==> config.mk <==
export PLATFORM = sky130hd
export DESIGN_NAME = tlb_wb_sequencer_flat
export DESIGN_NICKNAME = d
export VERILOG_FILES = /design/src/rtl/tlb_wb_sequencer_if.sv /design/src/rtl/tlb_wb_sequencer.sv /design/src/flat_wrapper.sv
export SDC_FILE = /design/constraint.sdc
export NUM_CORES = 1
export LEC_CHECK = 0
export ABC_AREA = 1
export ABC_CLOCK_PERIOD_IN_PS = 3200
export CAP_MARGIN = 25
export CORE_AREA = 4 4 150 152
export CTS_BUF_LIST = sky130_fd_sc_hd__clkbuf_16
export DETAILED_ROUTE_END_ITERATION = 8
export DIE_AREA = 0 0 154 156
export MAX_ROUTING_LAYER = met4
export PLACE_DENSITY_LB_ADDON = 0.3
export SYNTH_ARGS = -nofsm -noshare
export SYNTH_HDL_FRONTEND = slang
export SYNTH_SLANG_ARGS = --single-unit
==> constraint.sdc <==
create_clock -name clk -period 3.2 [get_ports clk]
set_clock_uncertainty 0.2 [all_clocks]
set_input_delay 0.48 -clock clk [delete_from_list [all_inputs] [get_ports clk]]
set_output_delay 0.48 -clock clk [all_outputs]
set_load 0.02 [all_outputs]
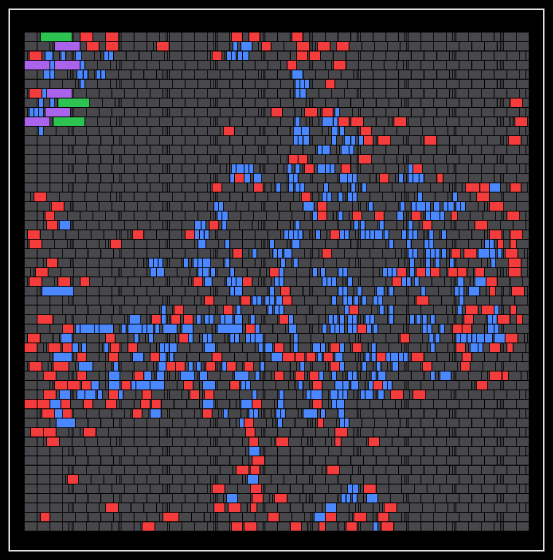
Fig. 1. Placed cells, one colour a class.
Fill, decap, tap and diode cells in grey.
clock-net drivers: drawn in green, cells 3. remaining buffers and delay cells: drawn in red, cells 238. sequential cells: drawn in purple, cells 6. remaining logic cells: drawn in blue, cells 436.
Final Instance Area: 4640 sq um
Core Util, Final: 22.1%
fraction of area in registers: 2.59%
standard-cell row count: 53
core region area: 21000 sq um

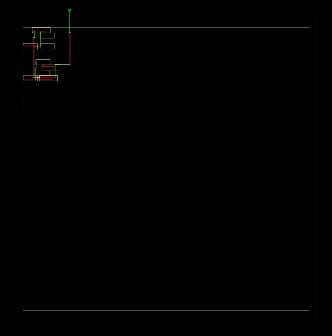
Fig. 2. Clock wiring as the flow saved it.
number of sequential cells in the layout: 6
clock buffers created by TritonCTS: 3
Clk power: 0.200 mW

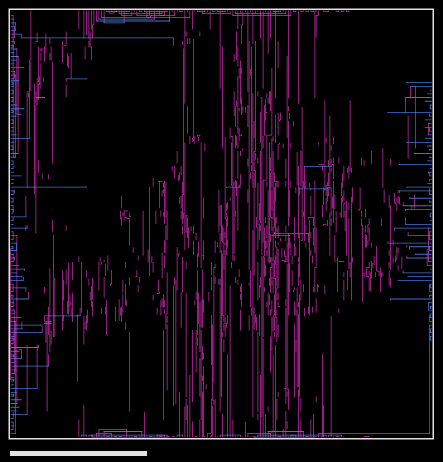
Fig. 3. Signal wires by layer.
The bar under the picture is 50 microns long. Only two layers are drawn.
M2: drawn in magenta, wire length 6870 microns. M3: drawn in blue, wire length 1110 microns.
overall via count from detail_route: 3590
wire length after detailed routing: 15.1 mm
overall track demand over capacity in global routing: 12.3%

==> impl.org <==
#+TITLE: Synthesis and PnR summary

** Power
- For this design the ratio of total power to cell area is 150 nW/um^2.
- Overall power :: 0.696 mW
- Sequential power for this build is 0.0833 mW.
- The power report lists cell-internal power as 0.437 mW.
- Leakage Power :: 2.09 nW
- Looking at the VDD voltage map, the peak drop is 0.276 mV.
- Clock share of power :: 28.7%
- Group with the largest share of power :: combinational logic

** Logic synthesis
- Post-synthesis average cell area :: 5.50 sq um
- Asr flop ratio synth :: 0%
- Mux share of post-synthesis cell area :: 0%
- Synthesis instantiated 21 different standard cells from the library.
- In the synthesized netlist the dominant register cell turns out to be sky130_fd_sc_hd__dfxtp_1.
- The main area contributors are sky130_fd_sc_hd__buf_4 (32%), sky130_fd_sc_hd__nand2_1 (21%), sky130_fd_sc_hd__nor2_1 (12%).
- Basic-gate share of the synthesized area counting and, or, nand and nor cells :: 47.4%
- Net count after synthesis :: 775
- The chip area line in the Yosys stat output reads 3160 sq um.
- Leading cell types by count after synthesis :: sky130_fd_sc_hd__nand2_1 (177), sky130_fd_sc_hd__buf_4 (133), sky130_fd_sc_hd__nor2_1 (103)

** Layout
- The number of multi-input combinational cells in the layout is 395.
- Count of buffers not belonging to the clock network in the layout :: 238
- Synth-to-layout area growth :: 46.7%
- Area taken by multi-input logic gates :: 1940 sq um
- Non-clock inverter instance count of the final layout :: 41
- Final instance count without filler cells :: 958
- Non-clock buffering takes up 43.3% of total cell area after layout.
- Per the cell usage report, the commonest logic cell in the layout is sky130_fd_sc_hd__nand2_1.
- Proportion of cell area occupied by multi-input gates :: 41.8%
- The clock network takes up 1.62% of total cell area after layout.
- # clk buffers :: 3
- Number of flip-flops under the largest register name :: 2

** Floorplanning
- For this design the top-level I/O count stands at 395.
- Die Y :: 156 microns
- Horizontal extent of the die :: 154 microns

** Global routing
- Global-route wire length before repair :: 22.1 mm
- Met3 Usage GRT :: 3.25%
- For this run, global-route usage on met2 was measured as 20.0%.
- Met1 Use GR :: 14.9%
- Number of antenna violations at the first check in global routing :: 0

** Clock tree
- Post-CTS setup buffer count :: 4
- After clock tree synthesis, the repair step resized 70 gates.
- The cell sitting at the root of the clock tree is a sky130_fd_sc_hd__clkbuf_16.
- Hold buffer count at CTS :: 0

** STA
- Worst Setup Slack, final :: 0.0927 ns
- Maximum operating frequency :: 0.322 GHz
- Max-slew violation count :: 0
- The final timing report counts setup violations totalling 0.

** Critical path
- In this run the number of cells on the critical path is 8.
- Signal arrival time at the worst endpoint :: 2.43 ns
- Worst path required time :: 2.52 ns
- STA classifies the critical path endpoint as a primary output.
- Crit-path cells :: clkdlybuf4s50_1, buf_4, nand2_1, nor2_4, nand2_4, buf_4, xnor2_1, clkdlybuf4s50_1

** Placed design
- Post-DP HPWL :: 13.8 mm
- Placed Instance Area :: 4560 sq um
- Logged for this run, the post-placement worst setup slack is -0.373 ns.

** Route
- The routed design shows a via density per instance of 3.75.
- DRC marker count from the first detailed-route iteration :: 178
- Per the detail_route report, DRC violations left total 0.
- In the final routed layout, each cell accounts on average for 15.8 microns.
- Summed over all nets, wire length on met3 after detailed routing comes to 1.11 mm.
- The detailed router put a total of 6.65 mm of wire on met1.
- Before antenna repair, the detailed router went through 4 iterations.

** Hold path
- Class of the tightest hold or removal check :: flop to flop

** Run status
- The flow ran to the end, and the final reports show no timing, DRC or antenna violations.

** Flow run
- Number of maximum-capacitance violations :: 0
Power figures rest on the tool's default switching activity, not on a simulated workload.
